==> src/rtl/shift_sequencer_pkg.sv <==
// ============================================================================
// Module   : shift_sequencer_pkg
// Purpose  : Shared shift opcodes, sequencer state encoding and default width.
// Revision : 1.0 - initial release
// ============================================================================
`default_nettype none

package shift_sequencer_pkg;

   localparam int ALU_WIDTH = 16;

   localparam logic [2:0] OP_NOP = 3'b000;
   localparam logic [2:0] OP_SHL = 3'b001;
   localparam logic [2:0] OP_SHR = 3'b010;
   localparam logic [2:0] OP_ASR = 3'b011;
   localparam logic [2:0] OP_RCL = 3'b100;
   localparam logic [2:0] OP_RCR = 3'b101;

   typedef enum logic [1:0] {
      IDLE  = 2'd0,
      SHIFT = 2'd1,
      DONE  = 2'd2
   } state_t;

   function automatic logic is_shift_op(input logic [2:0] op);
      return (op >= OP_SHL) && (op <= OP_RCR);
   endfunction

endpackage

`default_nettype wire

==> src/rtl/shift_step.sv <==
// ============================================================================
// Module   : shift_step
// Purpose  : Combinational single-position shift/rotate with carry and overflow.
// Revision : 1.0 - initial release
// ============================================================================
`default_nettype none

module shift_step
   import shift_sequencer_pkg::*;
#(
   parameter int WIDTH = ALU_WIDTH
) (
   input  logic [WIDTH-1:0] a,
   input  logic             ci,
   input  logic [2:0]       op,
   output logic [WIDTH-1:0] o,
   output logic             c,
   output logic             v
);

   always_comb begin
      o = '0;
      c = 1'b0;
      v = 1'b0;
      case (op)
         OP_SHL: begin
            o = {a[WIDTH-2:0], 1'b0};
            c = a[WIDTH-1];
            v = a[WIDTH-1] ^ a[WIDTH-2];
         end
         OP_SHR: begin
            o = {1'b0, a[WIDTH-1:1]};
            c = a[0];
            v = a[WIDTH-1];
         end
         OP_ASR: begin
            // All-ones operand collapses to zero rather than staying at -1
            o = (a == '1) ? '0 : {a[WIDTH-1], a[WIDTH-1:1]};
            c = a[0];
         end
         OP_RCL: begin
            o = {a[WIDTH-2:0], ci};
            c = a[WIDTH-1];
            v = a[WIDTH-1] ^ a[WIDTH-2];
         end
         OP_RCR: begin
            o = {ci, a[WIDTH-1:1]};
            c = a[0];
            v = a[WIDTH-1] ^ ci;
         end
         default: ;
      endcase
   end

endmodule

`default_nettype wire

==> src/rtl/shift_sequencer.sv <==
// ============================================================================
// Module   : shift_sequencer
// Purpose  : Iterates shift_step one position per clock for multi-bit shifts.
// Revision : 1.0 - initial release
// ============================================================================
`default_nettype none

module shift_sequencer
   import shift_sequencer_pkg::*;
#(
   parameter int WIDTH = ALU_WIDTH,
   parameter int CNT_W = 4
) (
   input  logic             clk,
   input  logic             reset,
   input  logic             start,
   input  logic [2:0]       op,
   input  logic [WIDTH-1:0] abus,
   input  logic [CNT_W-1:0] amount,
   input  logic             cin,
   output logic [WIDTH-1:0] outbus,
   output logic             cout,
   output logic             overflow,
   output logic             busy,
   output logic             done
);

   state_t             r_state;
   state_t             w_state_nxt;
   logic [WIDTH-1:0]   r_acc;
   logic               r_carry;
   logic               r_ovf;
   logic [CNT_W-1:0]   r_cnt;
   logic [2:0]         r_opr;

   logic [WIDTH-1:0]   w_step_o;
   logic               w_step_c;
   logic               w_step_v;
   logic               w_op_valid;
   logic               w_to_shift;

   assign w_op_valid = is_shift_op(op);
   assign w_to_shift = w_op_valid && (amount != '0);

   shift_step #(
      .WIDTH (WIDTH)
   ) u_step (
      .a  (r_acc),
      .ci (r_carry),
      .op (r_opr),
      .o  (w_step_o),
      .c  (w_step_c),
      .v  (w_step_v)
   );

   always_ff @(posedge clk) begin
      if (reset) r_state <= IDLE;
      else       r_state <= w_state_nxt;
   end

   always_comb begin
      w_state_nxt = r_state;
      case (r_state)
         IDLE:    if (start) w_state_nxt = w_to_shift ? SHIFT : DONE;
         SHIFT:   if (r_cnt == CNT_W'(1)) w_state_nxt = DONE;
         DONE:    w_state_nxt = IDLE;
         default: w_state_nxt = IDLE;
      endcase
   end

   always_ff @(posedge clk) begin
      if (reset) begin
         r_acc   <= '0;
         r_carry <= 1'b0;
         r_ovf   <= 1'b0;
         r_cnt   <= '0;
         r_opr   <= OP_NOP;
      end else begin
         case (r_state)
            IDLE: begin
               if (start) begin
                  // Non-shift opcodes yield zero; a zero amount passes abus through
                  r_opr   <= op;
                  r_ovf   <= 1'b0;
                  r_acc   <= w_op_valid ? abus : '0;
                  r_carry <= w_to_shift ? cin : 1'b0;
                  r_cnt   <= w_to_shift ? amount : '0;
               end
            end
            SHIFT: begin
               r_acc   <= w_step_o;
               r_carry <= w_step_c;
               r_ovf   <= r_ovf | w_step_v;
               if (r_cnt != '0) r_cnt <= r_cnt - 1'b1;
            end
            default: ;
         endcase
      end
   end

   assign outbus   = r_acc;
   assign cout     = r_carry;
   assign overflow = r_ovf;
   assign busy     = (r_state != IDLE);
   assign done     = (r_state == DONE);

endmodule

`default_nettype wire

==> config.mk <==
export PLATFORM = sky130hd
export DESIGN_NAME = shift_sequencer
export DESIGN_NICKNAME = d
export VERILOG_FILES = /design/src/rtl/shift_sequencer_pkg.sv /design/src/rtl/shift_step.sv /design/src/rtl/shift_sequencer.sv
export SDC_FILE = /design/constraint.sdc
export NUM_CORES = 1
export LEC_CHECK = 0
export ABC_AREA = 1
export CORE_MARGIN = 3
export CORE_UTILIZATION = 50
export CTS_CLUSTER_DIAMETER = 120
export CTS_CLUSTER_SIZE = 28
export DETAILED_ROUTE_END_ITERATION = 8
export GPL_TIMING_DRIVEN = 0
export PLACE_DENSITY = 0.8
export SLEW_MARGIN = 10
export SYNTH_ARGS = -nofsm -noshare
export SYNTH_HDL_FRONTEND = slang
export SYNTH_HIERARCHICAL = 1
export SYNTH_SLANG_ARGS = --single-unit
export TNS_END_PERCENT = 100
==> constraint.sdc <==
create_clock -name clk -period 1.69 [get_ports clk]
set_clock_uncertainty 0.05 [all_clocks]
set_input_delay 0.338 -clock clk [delete_from_list [all_inputs] [get_ports clk]]
set_output_delay 0.338 -clock clk [all_outputs]
set_load 0.02 [all_outputs]
**Run 1: gate families picked out**

Bar = 20 um.
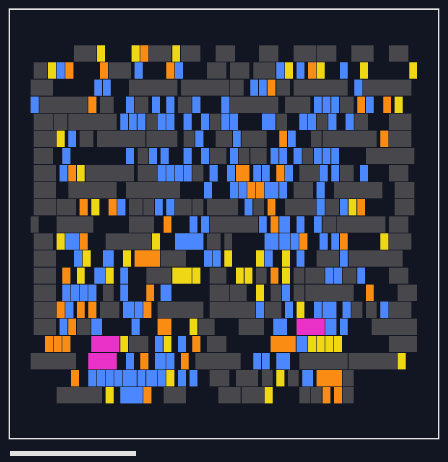
| colour | family | cells | most used |
|---|---|---|---|
| blue | NAND gates | 145 | nand2_1 |
| yellow | inverters | 42 | inv_1 |
| magenta | adder and majority cells | 3 | ha_1 |
| orange | NOR gates | 48 | nor2_1 |

**Run 1: routing congestion**

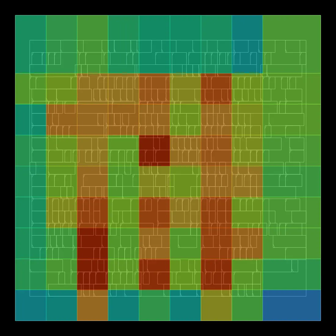
met3 GRT Util: 4.105%
GRT Util Overall: 23.34%
final core occ: 72.57%
met2 Track Usage GR: 38.87%

==> impl_metrics.json, run 1 <==
{
  "numSynthFlops": 27,
  "cp.arrival_ns": 1.24,
  "cts_tree": "built",
  "grt_max_degree": 16,
  "yosys_cells": 329,
  "dp_cells": 420,
  "finalPower_w": 0.001797,
  "ys_seq_share_pct": 28.02,
  "tightest_slew_ns": 0.5087,
  "cts.sinks": 27,
  "ys_chip_area_mm2": 0.001929,
  "drv_slew": 0,
  "ys_sh_adder_pct": 1.946,
  "finalSetupViolCount": 0,
  "finalHoldViolCount": 0,
  "synth_cell_types": 31,
  "tool_warnings": 28,
  "die-height_um": 68.12,
  "worstHoldStart": "overflow",
  "fp.dieArea_mm2": 0.004640,
  "fin_cells": 426,
  "syn_inst": 329,
  "power.density_mw_per_mm2": 703.5,
  "fp_util_pct": 54.80,
  "n_antenna_cell": 0,
  "simple_gate_share_pct": 41.05,
  "critPathMaxFanout": 3,
  "start_kind": "flip-flop",
  "syn_area_per_cell_um2": 5.864,
  "final_layout_top_logic_cells": "nand2_1, nor2_1, inv_1, clkdlybuf4s50_1, dlygate4sd2_1",
  "first_pass_iters": 5,
  "r2r_setup_slack_ns": 0.07,
  "status": "finished clean",
  "core_area_mm2": 0.003521,
  "cts.repair.resized": 23,
  "crit_end": "done",
  "mux_area_share_pct": 0,
  "hold_class": "reg -> reg",
  "top_logic_kind": "simple AND/OR/NAND/NOR gates",
  "rows": 21,
  "timing.rr.start": "r_opr[1]",
  "period_needed_ns": 1.625,
  "hold_path_depth": 2,
  "hold_buffers": 0,
  "finalCritPeriodShare_pct": 96.14,
  "vdd_ir_drop_max_mv": 0.4579,
  "num-fill-cells": 327,
  "setup.worst_path.start": "r_state[1]",
  "cts_setup_buffers": 0,
  "ant_nets": 0,
  "grt_first_pass_wirelength_mm": 8.459,
  "place.gp.congestion": 0.8969,
  "nets": 411,
  "crit_type": "reg -> out",
  "fmax_mhz": 615.4,
  "hpwl_mm": 3.972,
  "rsz0062_at_grt": "yes",
  "leakagePower_nw": 1.152,
  "cap_viol_max_count": 0,
  "root_buffer": "clkbuf_8",
  "gr-total-overflow": 0,
  "h-tree-depth": 1,
  "die_x_um": 68.12,
  "worstHoldEndpoint": "overflow",
  "synth-xor-area-share_pct": 0.9079,
  "via_per_inst": 5.171,
  "worst_ep_required_time_ns": 1.30,
  "drtIter0Drc": 176,
  "synth_area_mm2": 0.001929,
  "grt_pass1_vias": 1827,
  "ys.warnings.count": 6,
  "endpoint_kind": "output port",
  "ios": 47,
  "vias": 2203
}
**Run 1: cell sizes after repair**

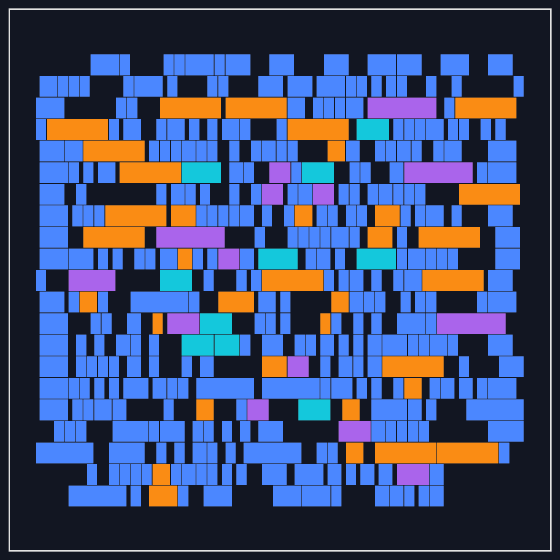
| colour | size | cells |
|---|---|---|
| blue | drive 1 or less | 322 |
| cyan | drive 6 and up | 10 |
| purple | drive 3 to 4 | 14 |
| orange | drive 2 | 34 |
nonclk buf count: 59
final setup margin: 0.06516 ns
Layout Area Growth over Synthesis: 32.43%
post-route cell area: 0.002555 mm^2

==> run 1: worst max-delay path, stage by stage, from the launching register on <==
cell	delay (ns)
dfxtp_1	0.41
inv_1	0.12
nor2_1	0.09
dlygate4sd2_1	0.34
==> run 1: cells by family (layout without fill, tap and decap cells) <==
family | count (synthesis) | in the layout
compound gates | 48 | 48
xor+xnor | 2 | 2
fa+ha+maj | 3 | 3
buf+inv | 54 | 105
flops | 27 | 27
simple gates | 195 | 195
==> run 1: per-layer routing <==
| layer | vias up | GRT usage [%] | part of all wire (%) |
|---|---|---|---|
| met5 | - | 0 | 0 |
| met4 | 0 | 3.970 | 0.36 |
| met3 | 2 | 4.105 | 6.8 |
| met2 | 98 | 38.87 | 47 |
| met1 | 970 | 31.75 | 46 |
| li1 | 1133 | - | - |
==> run 1: sequential cells by signal, indices dropped and copies added (netlist names) <==
signal	cells
cout	1
r_opr	3
r_state	2
overflow	1
outbus	16
r_cnt	4
==> run 1: power by group <==
group / internal (W) / switching (W) / total (W) / leakage [nW]
logic: 0.000265 / 0.000393 / 0.000658 / 0.895
clock network: 0.000166 / 0.000219 / 0.000385 / 0.0255
registers: 0.000690 / 0.0000639 / 0.000754 / 0.231
total: 0.00112 / 0.000676 / 0.00180 / 1.15
==> run 1: cell usage after synthesis <==
cell | instances | area, um^2
nor2_1 | 46 | 172.7
nand3_2 | 1 | 10.01
buf_4 | 3 | 22.52
inv_6 | 1 | 8.760
nor2_4 | 1 | 11.26
nand4_1 | 1 | 6.260
a22oi_1 | 1 | 7.510
o21ai_0 | 6 | 30.03
nand2_1 | 126 | 473.0
a21oi_2 | 1 | 8.760
a21oi_1 | 18 | 90.09
ha_1 | 3 | 37.54
inv_2 | 1 | 3.750
dfxtp_1 | 27 | 540.5
clkbuf_1 | 2 | 7.510
buf_6 | 5 | 56.30
or2_1 | 1 | 6.260
inv_1 | 40 | 150.1
nor2_2 | 1 | 6.260
o21ai_2 | 1 | 8.760
nand3_1 | 12 | 60.06
o21ai_1 | 3 | 15.01
xor2_1 | 2 | 17.52
o21a_1 | 1 | 7.510
nand2_2 | 4 | 25.02
a31oi_1 | 16 | 100.1
buf_1 | 1 | 3.750
nand4_2 | 1 | 12.51
o21ai_4 | 1 | 16.27
and3b_1 | 1 | 8.760
buf_2 | 1 | 5.000
==> run 1: cell type report <==
class,instances,area [um^2],area share [%]
Sequential cell,27,575.6,22.53
Clock inverter,1,5.005,0.1959
Multi-Input combinational cell,248,1164,45.54
Inverter,42,162.7,6.366
Buffer,12,101.3,3.967
Timing Repair Buffer,47,447.9,17.53
Tap cell,46,57.56,2.253
Clock buffer,3,41.29,1.616
==> run 1: per-stage QoR <==
stage / TNS, ns / setup WS, ns / cell area [um^2] / hold slack, ns
6_report: 0 / 0.06516 / 2555 / 0.4456
5_1_grt: -0.08153 / -0.02288 / 2555 / 0.4640
4_1_cts: 0 / 0.004979 / 2466 / 0.4441
3_5_place_dp: -0.6137 / -0.07216 / 2437 / 0.4284
3_3_place_gp: -0.2817 / -0.04568 / 2437 / 0.4217
2_1_floorplan: 0 / 0.1041 / 1929 / 0.4311
**Run 1: clock wires, drivers and flops**

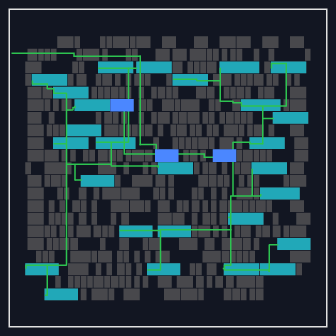

## Run 2: what changed since run 1
- CORE_UTILIZATION: 50 -> 39
- PLACE_DENSITY: 0.8 -> 0.64
**Run 2: clock wires, drivers and flops**

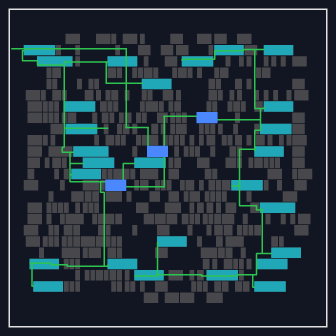
[cyan] flip-flops | count: 27
[green] clock wires | length: 405 um
[blue] cells driving clock nets | count: 3
flops lie: all over the die
Skew-Pair Late Insertion Delay: 0.28 ns
clock distribution power: 0.000386 W
clock share of power: 21.3%

==> impl_metrics.json, run 2 <==
{
  "status": "finished clean",
  "dp_cells": 439,
  "fin_area_mm2": 0.002574,
  "cts_tree": "built",
  "num-fill-cells": 489,
  "drtIter0Drc": 223,
  "grt_pass1_vias": 1860,
  "ys_chip_area_mm2": 0.001929,
  "syn_area_per_cell_um2": 5.864,
  "clock_path_buffers": 2,
  "tns_ns": 0,
  "yosys_cells": 329,
  "syn_inst": 329,
  "vias": 2101,
  "start_kind": "flip-flop",
  "die-height_um": 76.34,
  "fin_cells": 448,
  "max_slew_margin_pct": 64.63,
  "gr-total-overflow": 0,
  "wirelength_mm": 5.302,
  "crit_buf_inv": 1,
  "worstHoldStart": "reset",
  "hold_buffers": 0,
  "antenna_found_initial": 0,
  "timing.rr.end": "outbus[14]",
  "ff_type": "dfxtp_1",
  "root_buffer": "clkbuf_8",
  "worstHoldEndpoint": "outbus[2]",
  "drc": 0,
  "cap_viol_max_count": 0,
  "seq_area_um2": 565.5,
  "power.density_mw_per_mm2": 703.5,
  "rows": 24,
  "grt_first_pass_wirelength_mm": 8.707,
  "tightest_slew_ns": 0.5305,
  "final_common_cell": "nand2_1",
  "first_pass_iters": 4,
  "post_drt_wl_per_cell_um": 11.83,
  "endpoint_kind": "output port",
  "topCellsByArea": "dfxtp_1, nand2_1, nor2_1",
  "finalHoldViolCount": 0,
  "period_needed_ns": 1.643,
  "slowest_stage": "clkdlybuf4s50_1",
  "cp.arrival_ns": 1.26,
  "via_per_inst": 4.690,
  "synth.most_common_cell": "nand2_1",
  "drv_slew": 0,
  "worst_ep_required_time_ns": 1.30,
  "crit_type": "reg -> out",
  "fp.dieArea_mm2": 0.005827,
  "vdd_ir_drop_max_mv": 0.4326,
  "tool_warnings": 27,
  "ant_nets": 0,
  "crit_family": "buffers and inverters",
  "hold_class": "in -> reg",
  "largest_reg_flops": 16,
  "hold_path_depth": 2,
  "synth_cell_types": 31,
  "synthTopCellsByCount": "nand2_1, nor2_1, inv_1, dfxtp_1, a21oi_1",
  "cts.sinks": 27,
  "placed_area_mm2": 0.002461,
  "slowest_delay_ns": 0.61,
  "synth_area_mm2": 0.001929,
  "critPathMaxFanout": 3,
  "top_area_cell": "dfxtp_1",
  "cts_made_buffers": 3,
  "syn_to_final_growth_pct": 33.40,
  "numSynthFlops": 27,
  "edf_count": 0,
  "n_antenna_cell": 0,
  "syn_nets": 359,
  "reg2reg_depth": 10,
  "path_clk_slew_ns": 0.10,
  "grt_use_total_pct": 17.90,
  "die_x_um": 76.34,
  "crit_chain": "clkdlybuf4s50_1",
  "finalSetupViolCount": 0,
  "fp_util_pct": 42.27,
  "ios": 47,
  "r2r_setup_slack_ns": 0.11,
  "leakagePower_nw": 1.137,
  "h-tree-depth": 1,
  "grt_max_degree": 15,
  "hpwl_mm": 3.934,
  "port_buffers": 45,
  "ys_async_sr_fraction_pct": 0,
  "drive_above_1_share_pct": 14.10,
  "final-comb-area_mm2": 0.001157,
  "ys.warnings.count": 6,
  "nets": 414,
  "finalPower_w": 0.001811,
  "place.gp.congestion": 0.9307,
  "fmax_mhz": 608.5,
  "netlist.area_leader.share_pct": 28.02,
  "core_area_mm2": 0.004564,
  "finalCritPeriodShare_pct": 97.24,
  "timing.rr.start": "outbus[4]",
  "ys_seq_share_pct": 28.02,
  "final_layout_top_logic_cells": "nand2_1, nor2_1, inv_1, clkdlybuf4s50_1, dlygate4sd2_1"
}
[run 2: layer usage]
metal / global-route usage (%) / wire length (um)
met1: 24.78 / 2715
met2: 29.00 / 2306
met3: 3.191 / 229
met4: 3.804 / 51
met5: 0 / 0
[run 2: area by class of cell]
class | count | share of cell area (%)
well taps | 65 | 3.160
plain buffers | 12 | 3.938
inverters | 42 | 6.320
flip-flops and latches | 27 | 21.97
clock buffers | 4 | 1.750
multi-input cells | 248 | 44.97
repair buffers | 50 | 17.89
[run 2: what timing repair did]
action / in CTS / in global routing
cloned: 0 / 0
buffers inserted: 0 / 5
pin swaps: 0 / 5
setup endpoints to repair: 29 / 13
hold endpoints to repair: 0 / 0
gates resized: 23 / 29
[run 2: cells by family (layout without fill, tap and decap cells)]
group           count (synthesis)  after routing  synth area share, %
fa+ha+maj                       3              3                1.946
simple gates                  195            195                41.05
buf+inv                        54            108                13.36
flops                          27             27                28.02
compound gates                 48             48                14.72
xor+xnor                        2              2               0.9081
[run 2: through the flow]
step | setup slack, ns | hold slack [ns] | util [%]
finish | 0.04666 | 0.4342 | 56.39
global route | -0.003207 | 0.4717 | 56.39
CTS | 0.007489 | 0.4337 | 54.52
detailed placement | -0.08205 | 0.4294 | 53.92
global placement | -0.08610 | 0.4209 | 53.92
floorplan | 0.1041 | 0.4311 | -
[run 2: where the power goes]
group          total (W)  internal [W]  leakage [nW]  switching, W
clock network   0.000386      0.000170        0.0228      0.000216
registers       0.000753      0.000690         0.228     0.0000629
logic           0.000672      0.000278         0.886      0.000394
[run 2: worst max path at each step]
stage / startpoint / end / slack [ns] / depth (start not counted)
floorplan: outbus[1] / outbus[7] / 0.10 / 10
global placement: r_opr[1] / outbus[13] / -0.09 / 8
detailed placement: r_opr[1] / outbus[3] / -0.08 / 8
CTS: outbus[1] / outbus[3] / 0.007 / 10
global route: r_opr[1] / outbus[14] / -0.003 / 8
finish: overflow / overflow / 0.05 / 1
**Run 2: gate families picked out**

Bar = 20 um.
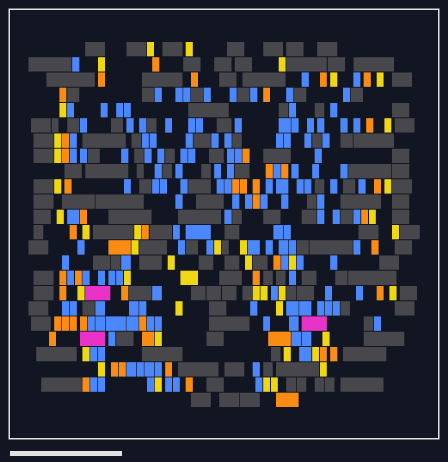

## Run 3: what changed since run 2
- CORE_ASPECT_RATIO: default -> 1.5
**Run 3: gate families picked out**

Bar = 20 um.
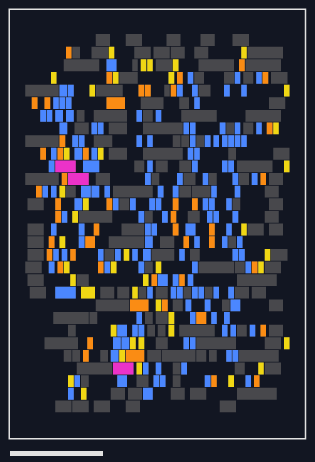
| colour | family | cells | most used |
|---|---|---|---|
| blue | NAND gates | 145 | nand2_1 |
| magenta | adder and majority cells | 3 | ha_1 |
| orange | NOR gates | 48 | nor2_1 |
| yellow | inverters | 42 | inv_1 |

==> impl_metrics.json, run 3 <==
{
  "status": "finished clean",
  "drive_above_1_share_pct": 15.40,
  "largest_reg_flops": 16,
  "fp_util_pct": 41.45,
  "syn_to_final_growth_pct": 34.18,
  "first_pass_iters": 4,
  "mux_area_share_pct": 0,
  "tns_ns": 0,
  "synth_area_mm2": 0.001929,
  "post_drt_wl_per_cell_um": 12.12,
  "cts_made_buffers": 3,
  "drv_slew": 0,
  "vdd_ir_drop_max_mv": 0.4227,
  "start_kind": "flip-flop",
  "ys_chip_area_mm2": 0.001929,
  "antenna_found_initial": 0,
  "tightest_slew_ns": 0.6036,
  "simple_gate_share_pct": 41.05,
  "ys_seq_share_pct": 28.02,
  "hold_class": "reg -> reg",
  "final_common_cell": "nand2_1",
  "drc": 0,
  "cts.sinks": 27,
  "syn_area_per_cell_um2": 5.864,
  "hpwl_mm": 4.128,
  "finalPower_w": 0.001813,
  "syn_inst": 329,
  "fmax_mhz": 607.5,
  "ys_sh_adder_pct": 1.946,
  "topCellsByArea": "dfxtp_1, nand2_1, nor2_1",
  "ios": 47,
  "synth-xor-area-share_pct": 0.9079,
  "nets": 414,
  "ys.warnings.count": 6,
  "cts_tree": "built",
  "power.density_mw_per_mm2": 700.4,
  "yosys_cells": 329,
  "leakagePower_nw": 1.146,
  "crit_family": "buffers and inverters",
  "crit_buf_inv": 1,
  "place.gp.congestion": 0.9079,
  "hold_buffers": 0,
  "finalHoldViolCount": 0,
  "crit_type": "reg -> out",
  "grt_use_total_pct": 18.94,
  "drtIter0Drc": 60,
  "finalSetupViolCount": 0,
  "top_area_cell": "dfxtp_1",
  "ff_type": "dfxtp_1",
  "numSynthFlops": 27,
  "critPathMaxFanout": 3,
  "synthTopCellsByCount": "nand2_1, nor2_1, inv_1, dfxtp_1, a21oi_1",
  "cp.arrival_ns": 1.26,
  "endpoint_kind": "output port",
  "die_x_um": 63.43,
  "die-height_um": 92.14,
  "gr-total-overflow": 0,
  "fp.dieArea_mm2": 0.005844,
  "ys_async_sr_fraction_pct": 0,
  "synth.most_common_cell": "nand2_1",
  "final_layout_top_logic_cells": "nand2_1, nor2_1, inv_1, clkdlybuf4s50_1",
  "port_buffers": 45,
  "h-tree-depth": 1,
  "worst_ep_required_time_ns": 1.30,
  "rows": 30,
  "via_per_inst": 4.817,
  "max_slew_margin_pct": 59.76,
  "n_antenna_cell": 0,
  "crit_chain": "clkdlybuf4s50_1",
  "ant_nets": 0,
  "edf_count": 0,
  "clock_latency_ns": 0.28,
  "top_logic_kind": "simple AND/OR/NAND/NOR gates",
  "grt_first_pass_wirelength_mm": 8.997,
  "synthAoiAreaFrac_pct": 14.72,
  "slowest_delay_ns": 0.61,
  "path_clk_slew_ns": 0.10,
  "clock_path_buffers": 2,
  "slowest_stage": "clkdlybuf4s50_1",
  "tool_warnings": 28,
  "rsz0062_at_grt": "yes",
  "netlist.area_leader.share_pct": 28.02,
  "synth_cell_types": 31,
  "vias": 2153,
  "grt_max_degree": 16,
  "finalCritPeriodShare_pct": 97.40,
  "wirelength_mm": 5.416,
  "core_area_mm2": 0.004654,
  "period_needed_ns": 1.646,
  "root_buffer": "clkbuf_8",
  "cap_viol_max_count": 0,
  "grt_pass1_vias": 1973,
  "syn_nets": 359
}
## run 3: what timing repair did
item / CTS / global route
endpoints found under the hold margin: 0 / 0
endpoints found under the setup margin: 29 / 15
setup buffers: 0 / 5
pin swaps: 0 / 2
resized: 23 / 37
## run 3: final cells by class
cell class	count	area, um^2
plain buffers	12	101.3
clock buffers	3	41.29
clock inverters	1	5.005
fillers	516	2066
inverters	42	162.7
multi-input cells	248	1156
flip-flops and latches	27	581.8
well taps	64	80.08
repair buffers	50	460.4
## run 3: where the power goes
part	leakage [nW]	switching (W)	internal, W
Combinational	0.889	0.000394	0.000277
Clock	0.0255	0.000228	0.000166
Sequential	0.231	0.0000618	0.000687
Total	1.15	0.000683	0.00113
## run 3: kinds of logic after synthesis
| group | Yosys count |
|---|---|
| xor+xnor | 2 |
| fa+ha+maj | 3 |
| flops | 27 |
| compound gates | 48 |
| simple gates | 195 |
| buf+inv | 54 |
## run 3: path summary, 6_finish.rpt
check,startpoint,endpoint,slack (ns),cells past startpoint
hold reg to reg,overflow,overflow,0.44,2
setup / recovery,overflow,overflow,0.04,1
setup reg to reg,r_opr[1],outbus[13],0.12,8
hold / removal,overflow,overflow,0.44,2
## run 3: worst reg2reg max path: cells and delay by family (launching register included)
kind	cells	cell delay, ns
fa+ha+maj	1	0.30
simple gates	2	0.18
buf+inv	3	0.34
flops	1	0.36
compound gates	2	0.28
## run 3: per-layer routing
layer  part of all wire [%]  track usage, %
met5                      0               0
met4                    1.6           5.946
met3                    3.1           1.716
met2                     54           36.97
met1                     42           20.85
## run 3: metrics by stage
stage | hold slack, ns | util, % | area, um^2 | cells | worst slack [ns]
2_1_floorplan | 0.4311 | - | 1929 | 329 | 0.1041
3_3_place_gp | 0.4188 | 52.85 | 2460 | 438 | -0.1130
3_5_place_dp | 0.4239 | 52.85 | 2460 | 438 | -0.1494
4_1_cts | 0.4411 | 53.44 | 2487 | 442 | 0.02189
5_1_grt | 0.4670 | 55.62 | 2589 | 447 | -0.02858
6_report | 0.4386 | 55.62 | 2589 | 447 | 0.04387
No activity file was given, so power comes from the tool's default toggle rates.
